$ cat src/rtl/esdi_pkg.sv
// ---------------------------------------------------------------------------
// esdi_pkg
//   Shared definitions for the ESDI serial command channel:
//   - esdi_state_e  : command-initiator FSM states
//   - ESDI_FRAME_BITS / ESDI_DATA_BITS : frame geometry (16 data + 1 parity)
//   - esdi_odd_parity : parity bit that makes the ones count of a frame odd.
//     The drive-side receiver uses the same function.
// ---------------------------------------------------------------------------
package esdi_pkg;

    localparam int ESDI_FRAME_BITS = 17;
    localparam int ESDI_DATA_BITS  = 16;

    typedef enum logic [2:0] {
        IDLE    = 3'd0,
        C_SETUP = 3'd1,
        C_REQ   = 3'd2,
        C_REL   = 3'd3,
        R_REQ   = 3'd4,
        R_REL   = 3'd5,
        CC_WAIT = 3'd6,
        DONE    = 3'd7
    } esdi_state_e;

    // Parity bit appended after the data bits so that the 17-bit frame
    // carries an odd number of ones.
    function automatic logic esdi_odd_parity(input logic [ESDI_DATA_BITS-1:0] data);
        return ~(^data);
    endfunction

endpackage

$ cat src/rtl/esdi_sync2.sv
// ---------------------------------------------------------------------------
// esdi_sync2
//   Parameterized-width two-flop synchronizer for asynchronous drive inputs.
//   Ports:
//     clk    in   system clock
//     rst    in   synchronous active-high reset (clears both stages)
//     d_i    in   [WIDTH] asynchronous inputs
//     q_o    out  [WIDTH] synchronized outputs, 2 clocks of latency
// ---------------------------------------------------------------------------
module esdi_sync2 #(
    parameter int WIDTH = 1
) (
    input  logic             clk,
    input  logic             rst,
    input  logic [WIDTH-1:0] d_i,
    output logic [WIDTH-1:0] q_o
);

    logic [WIDTH-1:0] meta_q;
    logic [WIDTH-1:0] sync_q;

    always_ff @(posedge clk) begin
        if (rst) begin
            meta_q <= '0;
            sync_q <= '0;
        end else begin
            meta_q <= d_i;
            sync_q <= meta_q;
        end
    end

    assign q_o = sync_q;

endmodule

$ cat src/rtl/esdi_cmd_initiator.sv
// ---------------------------------------------------------------------------
// esdi_cmd_initiator
//   Host-side ESDI serial command engine. Shifts a 16-bit command plus an
//   odd-parity bit to the drive with the TRANSFER REQ / TRANSFER ACK
//   handshake, optionally reads back a 17-bit status/config frame, waits for
//   COMMAND COMPLETE and reports the result with a one-cycle rsp_valid.
//
//   Handshake on the host side: a command is accepted on a clock where
//   cmd_valid && cmd_ready; cmd_ready is high only while the FSM is IDLE and
//   the command fields are sampled on that same clock. rsp_valid is a
//   one-cycle pulse with no back-pressure; rsp_word / rsp_parity_err /
//   rsp_timeout stay valid from that pulse until the next accept.
//
//   Ports:
//     clk, rst                 clock, synchronous active-high reset
//     cmd_valid/cmd_ready      command offer / engine idle
//     cmd_word[15:0]           command, sent MSB first
//     cmd_resp                 read a status word after the command
//     esdi_transfer_req        registered request to the drive
//     esdi_command_data        serial command bit (0 outside command phase)
//     esdi_transfer_ack        drive acknowledge (async)
//     esdi_confstat_data       serial response bit (async)
//     esdi_command_complete    drive command complete (async)
//     rsp_valid                one-cycle completion pulse
//     rsp_word[15:0]           received word (0 when no response read)
//     rsp_parity_err           received frame had an even ones count
//     rsp_timeout              a wait phase exceeded TIMEOUT_CYCLES
//     dbg_state[2:0]           current FSM state (esdi_state_e encoding)
// ---------------------------------------------------------------------------
module esdi_cmd_initiator
    import esdi_pkg::*;
#(
    parameter int SETUP_CYCLES   = 4,
    parameter int TIMEOUT_CYCLES = 65535,
    parameter int TO_W           = 16
) (
    input  logic        clk,
    input  logic        rst,
    input  logic        cmd_valid,
    output logic        cmd_ready,
    input  logic [15:0] cmd_word,
    input  logic        cmd_resp,
    output logic        esdi_transfer_req,
    output logic        esdi_command_data,
    input  logic        esdi_transfer_ack,
    input  logic        esdi_confstat_data,
    input  logic        esdi_command_complete,
    output logic        rsp_valid,
    output logic [15:0] rsp_word,
    output logic        rsp_parity_err,
    output logic        rsp_timeout,
    output logic [2:0]  dbg_state
);

    localparam logic [TO_W-1:0] TO_LIMIT   = TO_W'(TIMEOUT_CYCLES);
    localparam logic [TO_W-1:0] SETUP_LAST = TO_W'(SETUP_CYCLES - 1);
    localparam logic [4:0]      LAST_BIT   = 5'(ESDI_FRAME_BITS - 1);

    // ------------------------------------------------------------------
    // Input synchronization: bit 0 = ack, bit 1 = confstat, bit 2 = cc
    // ------------------------------------------------------------------
    logic [2:0] sync_out;
    logic       ack_s;
    logic       conf_s;
    logic       cc_s;

    esdi_sync2 #(.WIDTH(3)) u_sync (
        .clk (clk),
        .rst (rst),
        .d_i ({esdi_command_complete, esdi_confstat_data, esdi_transfer_ack}),
        .q_o (sync_out)
    );

    assign ack_s  = sync_out[0];
    assign conf_s = sync_out[1];
    assign cc_s   = sync_out[2];

    // ------------------------------------------------------------------
    // State and datapath registers
    // ------------------------------------------------------------------
    esdi_state_e                      state_q;
    logic [TO_W-1:0]                  timer_q;
    logic [4:0]                       bit_cnt_q;
    logic [ESDI_FRAME_BITS-1:0]       frame_q;
    logic                             resp_q;
    logic [ESDI_FRAME_BITS-1:0]       shreg_q;
    logic                             req_q;
    logic                             data_q;
    logic                             ready_q;
    logic                             rsp_valid_q;
    logic [ESDI_DATA_BITS-1:0]        rsp_word_q;
    logic                             perr_q;
    logic                             tout_q;

    // Frame bit that follows the one currently on the wire. Only consumed
    // while bit_cnt_q < 16, so the wrap at bit_cnt_q = 16 is harmless.
    logic [4:0] next_bit_idx;
    assign next_bit_idx = 5'd15 - bit_cnt_q;

    // Every handshake/complete wait shares one timeout limit.
    logic wait_state;
    logic timeout_hit;
    logic parity_bad;

    always_comb begin
        wait_state = 1'b0;
        case (state_q)
            C_REQ, C_REL, R_REQ, R_REL, CC_WAIT: wait_state = 1'b1;
            default:                             wait_state = 1'b0;
        endcase
        timeout_hit = wait_state && (timer_q == TO_LIMIT);
        // An even ones count over the 17 received bits is a parity error.
        parity_bad  = resp_q && !(^shreg_q);
    end

    always_ff @(posedge clk) begin
        if (rst) begin
            state_q     <= IDLE;
            timer_q     <= '0;
            bit_cnt_q   <= '0;
            frame_q     <= '0;
            resp_q      <= 1'b0;
            shreg_q     <= '0;
            req_q       <= 1'b0;
            data_q      <= 1'b0;
            ready_q     <= 1'b1;
            rsp_valid_q <= 1'b0;
            rsp_word_q  <= '0;
            perr_q      <= 1'b0;
            tout_q      <= 1'b0;
        end else begin
            rsp_valid_q <= 1'b0;
            // Timer free-runs; every state change below overrides it with 0.
            timer_q     <= timer_q + TO_W'(1);

            if (timeout_hit) begin
                // Abandon the transaction and report whatever was received.
                state_q     <= DONE;
                timer_q     <= '0;
                req_q       <= 1'b0;
                data_q      <= 1'b0;
                rsp_valid_q <= 1'b1;
                rsp_word_q  <= shreg_q[ESDI_FRAME_BITS-1:1];
                perr_q      <= parity_bad;
                tout_q      <= 1'b1;
            end else begin
                case (state_q)
                    IDLE: begin
                        timer_q <= '0;
                        data_q  <= 1'b0;
                        if (cmd_valid && ready_q) begin
                            frame_q    <= {cmd_word, esdi_odd_parity(cmd_word)};
                            resp_q     <= cmd_resp;
                            bit_cnt_q  <= '0;
                            shreg_q    <= '0;
                            ready_q    <= 1'b0;
                            // First bit on the wire is frame[16] = cmd_word[15].
                            data_q     <= cmd_word[15];
                            rsp_word_q <= '0;
                            perr_q     <= 1'b0;
                            tout_q     <= 1'b0;
                            state_q    <= C_SETUP;
                        end
                    end

                    C_SETUP: begin
                        // Data has been on the wire since entering this state.
                        if (timer_q == SETUP_LAST) begin
                            req_q   <= 1'b1;
                            timer_q <= '0;
                            state_q <= C_REQ;
                        end
                    end

                    C_REQ: begin
                        if (ack_s) begin
                            req_q   <= 1'b0;
                            timer_q <= '0;
                            state_q <= C_REL;
                        end
                    end

                    C_REL: begin
                        // Data stays put until the drive has released ack.
                        if (!ack_s) begin
                            timer_q <= '0;
                            if (bit_cnt_q == LAST_BIT) begin
                                data_q    <= 1'b0;
                                bit_cnt_q <= '0;
                                if (resp_q) begin
                                    req_q   <= 1'b1;
                                    state_q <= R_REQ;
                                end else begin
                                    state_q <= CC_WAIT;
                                end
                            end else begin
                                bit_cnt_q <= bit_cnt_q + 5'd1;
                                data_q    <= frame_q[next_bit_idx];
                                state_q   <= C_SETUP;
                            end
                        end
                    end

                    R_REQ: begin
                        if (ack_s) begin
                            shreg_q <= {shreg_q[ESDI_FRAME_BITS-2:0], conf_s};
                            req_q   <= 1'b0;
                            timer_q <= '0;
                            state_q <= R_REL;
                        end
                    end

                    R_REL: begin
                        if (!ack_s) begin
                            timer_q <= '0;
                            if (bit_cnt_q == LAST_BIT) begin
                                state_q <= CC_WAIT;
                            end else begin
                                bit_cnt_q <= bit_cnt_q + 5'd1;
                                req_q     <= 1'b1;
                                state_q   <= R_REQ;
                            end
                        end
                    end

                    CC_WAIT: begin
                        if (cc_s) begin
                            // Full frame: data bits sit above the parity bit.
                            timer_q     <= '0;
                            rsp_valid_q <= 1'b1;
                            rsp_word_q  <= shreg_q[ESDI_FRAME_BITS-1:1];
                            perr_q      <= parity_bad;
                            tout_q      <= 1'b0;
                            state_q     <= DONE;
                        end
                    end

                    DONE: begin
                        // cmd_valid seen here waits for the IDLE cycle.
                        timer_q <= '0;
                        ready_q <= 1'b1;
                        state_q <= IDLE;
                    end

                    default: begin
                        req_q   <= 1'b0;
                        data_q  <= 1'b0;
                        ready_q <= 1'b1;
                        state_q <= IDLE;
                    end
                endcase
            end
        end
    end

    assign cmd_ready         = ready_q;
    assign esdi_transfer_req = req_q;
    assign esdi_command_data = data_q;
    assign rsp_valid         = rsp_valid_q;
    assign rsp_word          = rsp_word_q;
    assign rsp_parity_err    = perr_q;
    assign rsp_timeout       = tout_q;
    assign dbg_state         = state_q;

endmodule

$ cat config.mk
export PLATFORM = sky130hd
export DESIGN_NAME = esdi_cmd_initiator
export DESIGN_NICKNAME = d
export VERILOG_FILES = /design/src/rtl/esdi_pkg.sv /design/src/rtl/esdi_sync2.sv /design/src/rtl/esdi_cmd_initiator.sv
export SDC_FILE = /design/constraint.sdc
export NUM_CORES = 1
export LEC_CHECK = 0
export CELL_PAD_IN_SITES_DETAIL_PLACEMENT = 2
export CELL_PAD_IN_SITES_GLOBAL_PLACEMENT = 2
export CORE_ASPECT_RATIO = 1.2
export CORE_MARGIN = 4
export CORE_UTILIZATION = 34
export DETAILED_ROUTE_END_ITERATION = 16
export PLACE_DENSITY_LB_ADDON = 0.12
export SKIP_LAST_GASP = 1
export SYNTH_ARGS = -nofsm -noshare
export SYNTH_HDL_FRONTEND = slang
export SYNTH_SLANG_ARGS = --single-unit
$ cat constraint.sdc
create_clock -name clk -period 2.3 [get_ports clk]
set_clock_uncertainty 0.15 [all_clocks]
set_input_delay 0.46 -clock clk [delete_from_list [all_inputs] [get_ports clk]]
set_output_delay 0.46 -clock clk [all_outputs]
set_load 0.02 [all_outputs]
Fig. 1: run 1, placed standard cells
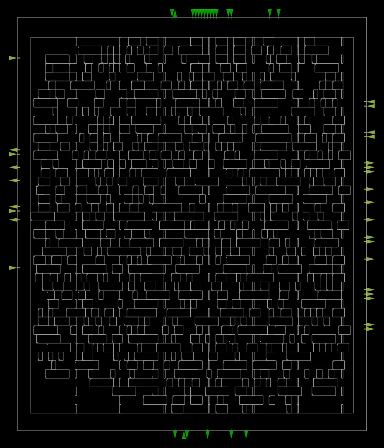
cell row count: 43
standard cell core area: 11730 um2
sequential cell count: 87
Filler Cell Count: 1334

Fig. 2: run 1, signal wires on met1
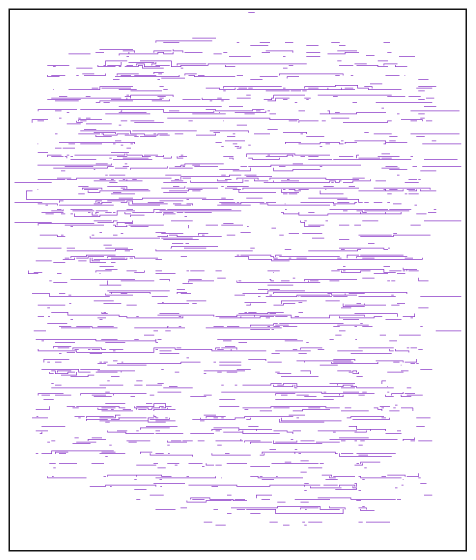
share of all routed wire: 45%
nets with wire on the layer: 519
wire length on this layer: 5210 um
longest straight run: 35.4 um
main direction: horizontal

Fig. 3: run 1, sequential cells colored by netlist name
Other sequential cells in the stronger gray, the rest of the logic in the fainter gray.
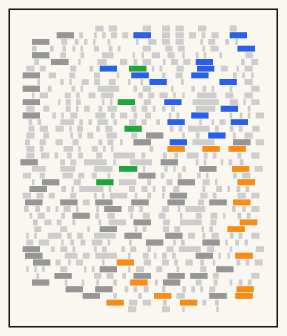
[orange] `rsp_word` | flops: 16
[green] `bit_cnt_q` | flops: 5
[blue] `frame_q` | flops: 17
not colored: 49
final core utilization: 44.22%
sequential share of cell area: 33.61%

Fig. 4: run 1, met2 routing
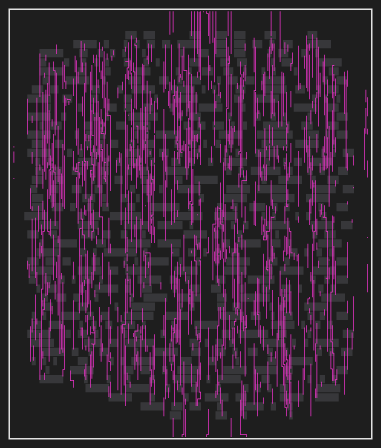
longest straight run: 55.4 um
wire length on this layer: 6150 um
met2 Usage GRT: 32.19%
wire length after detailed routing: 11.71 mm
vias post-DR: 3577

==> changes_impl.md, run 1 <==
### Implementation results

- Layout clock area frac: 5.766%
- Initial antenna violation count: 0
- Cells after DPL: just under 700
- Cts hold-fix bufs: 0
- Placed standard-cell area: 4850 um2
- Post-synthesis share of cell area spent on and, or, nand and nor gates: 24.66%
- Largest net degree at the start of global routing: 44
- Area share of the largest cell type after synthesis: 42.27%
- Place WS: 0.02582 ns
- Total internal power: 0.003048 W
- Cell type of the slowest stage on the worst timing path: sky130_fd_sc_hd__clkdlybuf4s50_1
- Net total in the final layout: 560
- Cell-by-cell trace of the critical path: clkdlybuf4s50_1
- CTS tree: built
- Worst R2R Start: timer_q[0]
- Fraction of layout cells with a size suffix above 1: 11.90%
- Clk Tree Root Cell: sky130_fd_sc_hd__clkbuf_16
- Flop pwr share: 38.6%
- Path category of the worst min-delay check: reg -> reg
- Final std cells w/o fill: 695
- Synthesized area divided by synthesized cell count: 8.638 um2
- Crit path DAT: 1.58 ns
- Achievable clock frequency: 455.8 MHz
- Source of the critical timing path: dbg_state[1]
- Final setup slack of the worst path: about 0.11 ns
- Buffer count excluding the clock tree in the final layout: roughly 74
- Startpoint class of the critical path: flop
- Startpoint of the most critical hold path: u_sync.meta_q[2]
- Post-detailed-route wirelength per cell: 16.85 um
- Sequential logic power: between 0.0015 and 0.002 W
- Mux share of post-synthesis cell area: 2.338%
- Detail Route met3 WL: 238 um
- Combinational fraction of design power: roughly 28%
- Combinational Area: 2212 um2
- Tool Warnings: 28
- Required time at the worst-slack endpoint: 1.69 ns
- Detailed placer's ending HPWL: between 8 and 9 mm
- Post-synthesis cell count from yosys: 477
- Worst hold path stage count: 1
- Commonest non-fill, non-tap cell in the layout: sky130_fd_sc_hd__dfxtp_1
- Post-route fraction of the period consumed by the critical path: between 90% and 100%
- Total global routing overflow: 0
- Cell variety after synth: between 50 and 60
- Last weighted congestion value of the routability-driven placer: 0.7788
- Most crowded layer after global routing: met2
- Logic depth of the worst register-to-register path: 7
- Yosys top cell by instances: sky130_fd_sc_hd__dfxtp_1
- Final setup violation count: 0
- Switching power summed over all nets: 0.001408 W
- Number of search-and-repair iterations in the first detailed-routing pass: 4
- Post-CTS Setup Bufs: 0
- WHS: 0.2926 ns
- Initial core utilization: about a third
- Setup slack of the worst register-to-register path: 0.12 ns
- Post-route DRC: 0
- Tally of buffers added on design ports: 47
- Clock Sink Count: 87
- Post-synthesis net count: 503
- Endpoints failing hold: 0
- Pwr top: registers
- # Taps: 157
- Largest registers ranked by flip-flop count: frame_q: 17 flops, shreg_q: 17 flops
- I/O pin cnt: 48
- Worst voltage drop across the vdd grid: 0.0004602 V
- Chip area line of the yosys report: 4120 um2
- CTS-repair resized insts: 0
- Comb_multi_in: 354
- X dimension of the die: 108.5 um
- Maximum fanout along the worst path: 8
- Crit path capture: dbg_state[1]
- Area used by sequential logic in the layout: 1743 um2
- Antenna cells: 0
- Most frequent logic cells in the routed design: sky130_fd_sc_hd__dfxtp_1 (86), sky130_fd_sc_hd__nand2_1 (83), sky130_fd_sc_hd__a21oi_1 (64)
- Synth area leader: sky130_fd_sc_hd__dfxtp_1
- Number of buffers inserted during clock tree synthesis: 9
- Critical path class: reg -> out
- Most area-hungry cell class in the final design: logic gates
- Total power consumption of the routed design: ~0.0045 W
- Adders+Majority by Area: 0.9110%
- Global routing usage on met3: 2.860%
- Max-slew violation count: 0
- Result of the run: completed
- Number of instances in the synthesized netlist: 477
- Clk network pwr share: between 30% and 40%
- Aggregate global-route resource usage: between 15 and 20%
- Area share of and-or/or-and cells after synthesis: 14.30%
- H-tree Lvls: 3
- First-pass GRT wire length: 19.57 mm
- Kind of cell adding the most delay to the critical path: buffers and inverters
- Clk_buf instances: 12
- Min cycle time layout: 2.194 ns
- Met1 Resource Use GR: 21.15%
- Vias in the first global route: 3879
- Most instantiated flip-flop cell in the synthesis netlist: sky130_fd_sc_hd__dfxtp_1
- Warnings from Yosys: 0
- Finished Cell Area: ~5200 um2
- Setup repair after global routing missed its margin: true
- DR WL met2: 6.147 mm
- Maximum capacitance violations: 0
- Floorplan die height: 128.6 um
- DR top layer: met4
- Sequential share of the synthesized area: 42.27%
Fig. 5: run 1, local utilization
11 x 13 tiles, from white (low) to dark blue (high), 0 to 100% covered.
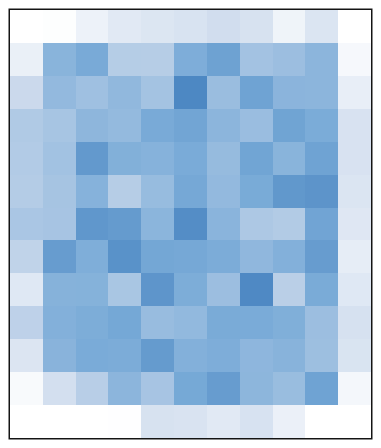

--- run 2 (diff from run 1) ---
--- a/config.mk
+++ b/config.mk
@@ -5,11 +5,11 @@
 export SDC_FILE = /design/constraint.sdc
 export NUM_CORES = 1
 export LEC_CHECK = 0
-export CELL_PAD_IN_SITES_DETAIL_PLACEMENT = 2
-export CELL_PAD_IN_SITES_GLOBAL_PLACEMENT = 2
+export CELL_PAD_IN_SITES_DETAIL_PLACEMENT = 1
+export CELL_PAD_IN_SITES_GLOBAL_PLACEMENT = 1
 export CORE_ASPECT_RATIO = 1.2
 export CORE_MARGIN = 4
-export CORE_UTILIZATION = 34
+export CORE_UTILIZATION = 42
 export DETAILED_ROUTE_END_ITERATION = 16
 export PLACE_DENSITY_LB_ADDON = 0.12
 export SKIP_LAST_GASP = 1
Fig. 6: run 2, local utilization
10 x 12 tiles, from white (low) to dark blue (high), 0 to 100% covered.
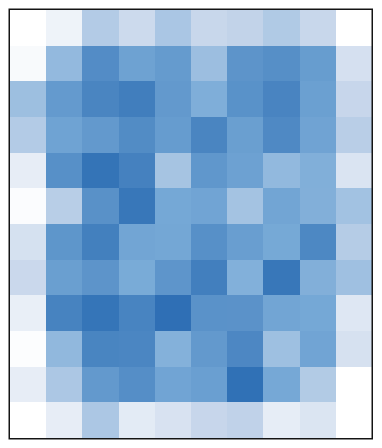
fullest tile: 74%
nearly empty tiles: 5.8%
emptiest ninth of the die: lower right
mean over tiles: 44%
standard cell core area: 9564 um2
final core utilization: 53.70%

==> changes_impl.md, run 2 <==
### Implementation results

- Cell variety after synth: 57 (unchanged)
- Buffer count excluding the clock tree in the final layout: 72 (was 74)
- Number of buffers inserted during clock tree synthesis: 9 (unchanged)
- Floorplan die height: 116.5 um (was 128.6 um)
- Sequential logic power: 0.00173 W (was 0.00172 W)
- Combinational Area: 2223 um2 (was 2212 um2)
- Cts hold-fix bufs: 0 (unchanged)
- Total power consumption of the routed design: 0.004440 W (was 0.004456 W)
- Post-synthesis share of cell area spent on and, or, nand and nor gates: 24.66% (unchanged)
- Area used by sequential logic in the layout: 1743 um2 (unchanged)
- DR WL met2: 5.529 mm (was 6.147 mm)
- Required time at the worst-slack endpoint: 1.69 ns (about the same)
- Vias in the first global route: 3718 (was 3879)
- Adders+Majority by Area: 0.9110% (unchanged)
- CTS-repair resized insts: 1 (was 0)
- Synthesized area divided by synthesized cell count: 8.638 um2 (unchanged)
- Min cycle time layout: 2.228 ns (was 2.194 ns)
- Clock Sink Count: 87 (unchanged)
- Cell row count: 39 (was 43)
- WHS: 0.2941 ns (was 0.2926 ns)
- Setup slack of the worst register-to-register path: 0.14 ns (was 0.12 ns)
- Met2 Usage GRT: 35.50% (was 32.19%)
- Crit path capture: dbg_state[0] (was dbg_state[1])
- Finished Cell Area: 5136 um2 (was 5186 um2)
- DR top layer: met4 (unchanged)
- Path category of the worst min-delay check: reg -> reg (unchanged)
- Final setup slack of the worst path: 0.07217 ns (was 0.1058 ns)
- Initial core utilization: 43.08% (was 35.13%)
- Detailed placer's ending HPWL: 7.668 mm (was 8.355 mm)
- Source of the critical timing path: dbg_state[0] (was dbg_state[1])
- Cells after DPL: 644 (was 677)
- Largest registers ranked by flip-flop count: frame_q: 17 flops, shreg_q: 17 flops (unchanged)
- Tool Warnings: 28 (unchanged)
- Combinational fraction of design power: 29.1% (was 28.4%)
- Last weighted congestion value of the routability-driven placer: 0.9128 (was 0.7788)
- Cell type of the slowest stage on the worst timing path: sky130_fd_sc_hd__clkdlybuf4s50_1 (unchanged)
- Most frequent logic cells in the routed design: sky130_fd_sc_hd__dfxtp_1 (86), sky130_fd_sc_hd__nand2_1 (83), sky130_fd_sc_hd__a21oi_1 (64) (unchanged)
- Post-CTS Setup Bufs: 0 (unchanged)
- I/O pin cnt: 48 (unchanged)
- Cell-by-cell trace of the critical path: buf_4 -> clkdlybuf4s50_1 (was clkdlybuf4s50_1)
- Result of the run: completed (unchanged)
- Post-route fraction of the period consumed by the critical path: 96.86% (was 95.40%)
- Clk_buf instances: 13 (was 12)
- Met1 Resource Use GR: 21.73% (was 21.15%)
- Post-synthesis cell count from yosys: 477 (unchanged)
- Sequential cell count: 87 (unchanged)
- Place WS: 0.1187 ns (was 0.02582 ns)
- Startpoint class of the critical path: flop (unchanged)
- First-pass GRT wire length: 17.88 mm (was 19.57 mm)
- Pwr top: registers (unchanged)
- Area share of and-or/or-and cells after synthesis: 14.30% (unchanged)
- Chip area line of the yosys report: 4120 um2 (unchanged)
- Maximum capacitance violations: 0 (unchanged)
- Most instantiated flip-flop cell in the synthesis netlist: sky130_fd_sc_hd__dfxtp_1 (unchanged)
- Kind of cell adding the most delay to the critical path: buffers and inverters (unchanged)
- Startpoint of the most critical hold path: u_sync.meta_q[2] (unchanged)
- H-tree Lvls: 3 (unchanged)
- Area share of the largest cell type after synthesis: 42.27% (unchanged)
- Worst R2R Start: timer_q[0] (unchanged)
- Aggregate global-route resource usage: 19.28% (was 17.56%)
- Flop pwr share: 38.9% (was 38.6%)
- Clk network pwr share: 32.0% (was 33.0%)
- Synth area leader: sky130_fd_sc_hd__dfxtp_1 (unchanged)
- Comb_multi_in: 354 (unchanged)
- Yosys top cell by instances: sky130_fd_sc_hd__dfxtp_1 (unchanged)
- Global routing usage on met3: 3.763% (was 2.860%)
- Final setup violation count: 0 (unchanged)
- Most area-hungry cell class in the final design: logic gates (unchanged)
- Antenna cells: 0 (unchanged)
- Switching power summed over all nets: 0.001399 W (was 0.001408 W)
- Setup repair after global routing missed its margin: true (unchanged)
- Critical path class: reg -> out (unchanged)
- Largest net degree at the start of global routing: 35 (was 44)
- Logic depth of the worst register-to-register path: 8 (was 7)
- Net total in the final layout: 558 (was 560)
- Warnings from Yosys: 0 (unchanged)
- Fraction of layout cells with a size suffix above 1: 12.10% (was 11.90%)
- Worst hold path stage count: 1 (unchanged)
- Post-detailed-route wirelength per cell: 15.92 um (was 16.85 um)
- Maximum fanout along the worst path: 8 (unchanged)
- Final std cells w/o fill: 660 (was 695)
- Total global routing overflow: 0 (unchanged)
- Endpoints failing hold: 0 (unchanged)
- Clk Tree Root Cell: sky130_fd_sc_hd__clkbuf_16 (unchanged)
- Max-slew violation count: 0 (unchanged)
- Wire length after detailed routing: 10.51 mm (was 11.71 mm)
- Post-synthesis net count: 503 (unchanged)
- Worst voltage drop across the vdd grid: 0.0003695 V (was 0.0004602 V)
- Initial antenna violation count: 0 (unchanged)
- Post-route DRC: 0 (unchanged)
Fig. 7: run 2, met2 routing
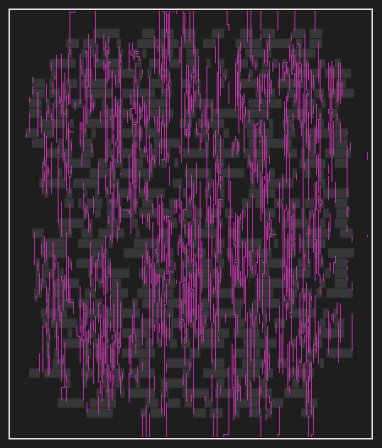
wire length on this layer: 5530 um
share of all routed wire: 53%

Fig. 8: run 2, sequential cells colored by netlist name
Other sequential cells in the stronger gray, the rest of the logic in the fainter gray.
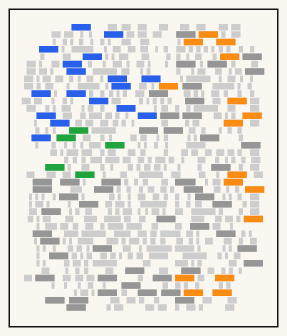

--- run 3 (diff from run 2) ---
--- a/config.mk
+++ b/config.mk
@@ -7,10 +7,11 @@
 export LEC_CHECK = 0
 export CELL_PAD_IN_SITES_DETAIL_PLACEMENT = 1
 export CELL_PAD_IN_SITES_GLOBAL_PLACEMENT = 1
-export CORE_ASPECT_RATIO = 1.2
+export CORE_ASPECT_RATIO = 1.4
 export CORE_MARGIN = 4
 export CORE_UTILIZATION = 42
 export DETAILED_ROUTE_END_ITERATION = 16
+export HOLD_SLACK_MARGIN = 0.08
 export PLACE_DENSITY_LB_ADDON = 0.12
 export SKIP_LAST_GASP = 1
 export SYNTH_ARGS = -nofsm -noshare
Fig. 9: run 3, sequential cells colored by netlist name
Other sequential cells in the stronger gray, the rest of the logic in the fainter gray.
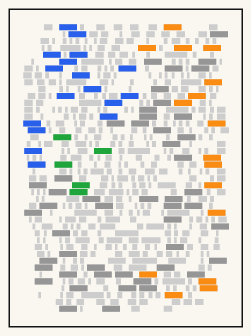
[green] `bit_cnt_q` | flops: 5
[orange] `rsp_word` | flops: 16
[blue] `frame_q` | flops: 17

==> changes_impl.md, run 3 <==
### Implementation results

- Antenna cells: 0 (unchanged)
- Layout clock area frac: 5.365% (was 5.749%)
- Area share of the largest cell type after synthesis: 42.27% (unchanged)
- Most area-hungry cell class in the final design: logic gates (unchanged)
- Sequential logic power: 0.00172 W (was 0.00173 W)
- Area used by sequential logic in the layout: 1743 um2 (unchanged)
- Crit path DAT: 2.23 ns (was 1.62 ns)
- Tool Warnings: 28 (unchanged)
- Cells after DPL: 649 (was 644)
- Clock net power: 0.00135 W (was 0.00142 W)
- Fraction of layout cells with a size suffix above 1: 11.61% (was 12.10%)
- Clk Tree Root Cell: sky130_fd_sc_hd__clkbuf_16 (unchanged)
- Cts hold-fix bufs: 0 (unchanged)
- Path category of the worst min-delay check: reg -> reg (unchanged)
- DR top layer: met4 (unchanged)
- Total global routing overflow: 0 (unchanged)
- Power density over the cells: 847.7 nW/um2 (was 864.5 nW/um2)
- Setup slack of the worst register-to-register path: 0.18 ns (was 0.14 ns)
- Place WS: 0.07619 ns (was 0.1187 ns)
- Commonest non-fill, non-tap cell in the layout: sky130_fd_sc_hd__dfxtp_1 (unchanged)
- Worst voltage drop across the vdd grid: 0.0004310 V (was 0.0003695 V)
- Clock insertion delay at the later pin of the skew report: 0.35 ns (was 0.34 ns)
- Crit path capture: dbg_state[1] (was dbg_state[0])
- Total internal power: 0.002901 W (was 0.003042 W)
- Achievable clock frequency: 470.8 MHz (was 448.9 MHz)
- Filler Cell Count: 1102 (was 1146)
- Post-detailed-route wirelength per cell: 15.96 um (was 15.92 um)
- Comb_multi_in: 354 (unchanged)
- Cell row count: 42 (was 39)
- Min cycle time layout: 2.124 ns (was 2.228 ns)
- Combinational fraction of design power: 29.5% (was 29.1%)
- Flip-flops with a built-in enable: 0 (unchanged)
- First-pass GRT wire length: 17.82 mm (was 17.88 mm)
- Clk_buf instances: 9 (was 13)
- Largest net degree at the start of global routing: 52 (was 35)
- Total power consumption of the routed design: 0.004350 W (was 0.004440 W)
- Final setup violation count: 0 (unchanged)
- Vias in the first global route: 3698 (was 3718)
- Switching power summed over all nets: 0.001448 W (was 0.001399 W)
- Clk network pwr share: 31.0% (was 32.0%)
- Final core utilization: 53.95% (was 53.70%)
- DR WL met2: 5.721 mm (was 5.529 mm)
- Tally of buffers added on design ports: 47 (unchanged)
- Result of the run: completed (unchanged)
- Mux share of post-synthesis cell area: 2.338% (unchanged)
- Cell type of the slowest stage on the worst timing path: sky130_fd_sc_hd__dfxtp_1 (was sky130_fd_sc_hd__clkdlybuf4s50_1)
- Max-slew violation count: 0 (unchanged)
- Logic inverters: 8 (unchanged)
- Kind of cell adding the most delay to the critical path: AND-OR/OR-AND gates (was buffers and inverters)
- Finished Cell Area: 5131 um2 (was 5136 um2)
- H-tree Lvls: 3 (unchanged)
- Standard cell core area: 9512 um2 (was 9564 um2)
- Synth area leader: sky130_fd_sc_hd__dfxtp_1 (unchanged)
- Yosys top cell by instances: sky130_fd_sc_hd__dfxtp_1 (unchanged)
- Sequential share of cell area: 33.97% (was 33.93%)
- Logic depth of the worst register-to-register path: 7 (was 8)
- Sequential cell count: 87 (unchanged)
- Number of search-and-repair iterations in the first detailed-routing pass: 4 (unchanged)
- Detail Route met3 WL: 285 um (was 272 um)
- Worst R2R Start: timer_q[0] (unchanged)
- Sequential share of the synthesized area: 42.27% (unchanged)
- Global routing usage on met3: 4.748% (was 3.763%)
- Warnings from Yosys: 0 (unchanged)
- Aggregate global-route resource usage: 19.16% (was 19.28%)
- Number of buffers inserted during clock tree synthesis: 9 (unchanged)
- Maximum capacitance violations: 0 (unchanged)
- Startpoint class of the critical path: flop (unchanged)
- Met1 Resource Use GR: 21.55% (was 21.73%)
- Cell variety after synth: 57 (unchanged)
- Buffer count excluding the clock tree in the final layout: 69 (was 72)
- Clock Sink Count: 87 (unchanged)
- Flop pwr share: 39.5% (was 38.9%)
- Post-CTS Setup Bufs: 0 (unchanged)
- Source of the critical timing path: timer_q[0] (was dbg_state[0])
- Chip area line of the yosys report: 4120 um2 (unchanged)
- CTS-repair resized insts: 0 (was 1)
- Final setup slack of the worst path: 0.1762 ns (was 0.07217 ns)
- Critical path class: reg -> reg (was reg -> out)
- Combinational Area: 2225 um2 (was 2223 um2)
- Largest registers ranked by flip-flop count: frame_q: 17 flops, shreg_q: 17 flops (unchanged)
- Synthesized area divided by synthesized cell count: 8.638 um2 (unchanged)
- Initial core utilization: 43.32% (was 43.08%)
- Floorplan die height: 125.2 um (was 116.5 um)
- Post-synthesis cell count from yosys: 477 (unchanged)
- Most instantiated flip-flop cell in the synthesis netlist: sky130_fd_sc_hd__dfxtp_1 (unchanged)
- Post-route DRC: 0 (unchanged)
- Pwr top: registers (unchanged)
- Net total in the final layout: 555 (was 558)
- Post-synthesis share of cell area spent on and, or, nand and nor gates: 24.66% (unchanged)
- Detailed placer's ending HPWL: 7.543 mm (was 7.668 mm)
- X dimension of the die: 91.71 um (was 98.42 um)
- Worst hold path stage count: 1 (unchanged)
- Initial antenna violation count: 0 (unchanged)
- Setup repair after global routing missed its margin: true (unchanged)
- Required time at the worst-slack endpoint: 2.40 ns (was 1.69 ns)
- Most crowded layer after global routing: met2 (unchanged)
- Adders+Majority by Area: 0.9110% (unchanged)
- WHS: 0.2985 ns (was 0.2941 ns)
- Maximum root-to-sink buffer count: 2 (unchanged)
- CTS tree: built (unchanged)
- Endpoints failing hold: 0 (unchanged)
- # Taps: 132 (was 123)
- Maximum fanout along the worst path: 3 (was 8)
- Cell-by-cell trace of the critical path: ha_1 -> nor4b_2 -> nand4_1 -> a32o_1 -> o21ai_1 -> a21oi_1 -> a311oi_1 (was buf_4 -> clkdlybuf4s50_1)
- Crit-path max cell delay: 0.36 ns (was 0.60 ns)
- Placed standard-cell area: 4808 um2 (was 4815 um2)
- Number of instances in the synthesized netlist: 477 (unchanged)
- Post-route fraction of the period consumed by the critical path: 92.34% (was 96.86%)
- Post-synthesis net count: 503 (unchanged)
- Most frequent logic cells in the routed design: sky130_fd_sc_hd__dfxtp_1 (86), sky130_fd_sc_hd__nand2_1 (83), sky130_fd_sc_hd__a21oi_1 (64) (unchanged)
Fig. 10: run 3, met2 routing
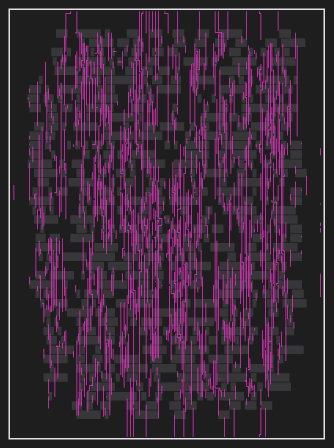
main direction: vertical
nets with wire on the layer: 493
share of all routed wire: 54%
longest straight run: 56.4 um
met2 Usage GRT: 34.95%
wire length after detailed routing: 10.63 mm
vias post-DR: 3515

No activity file was given, so power comes from the tool's default toggle rates.
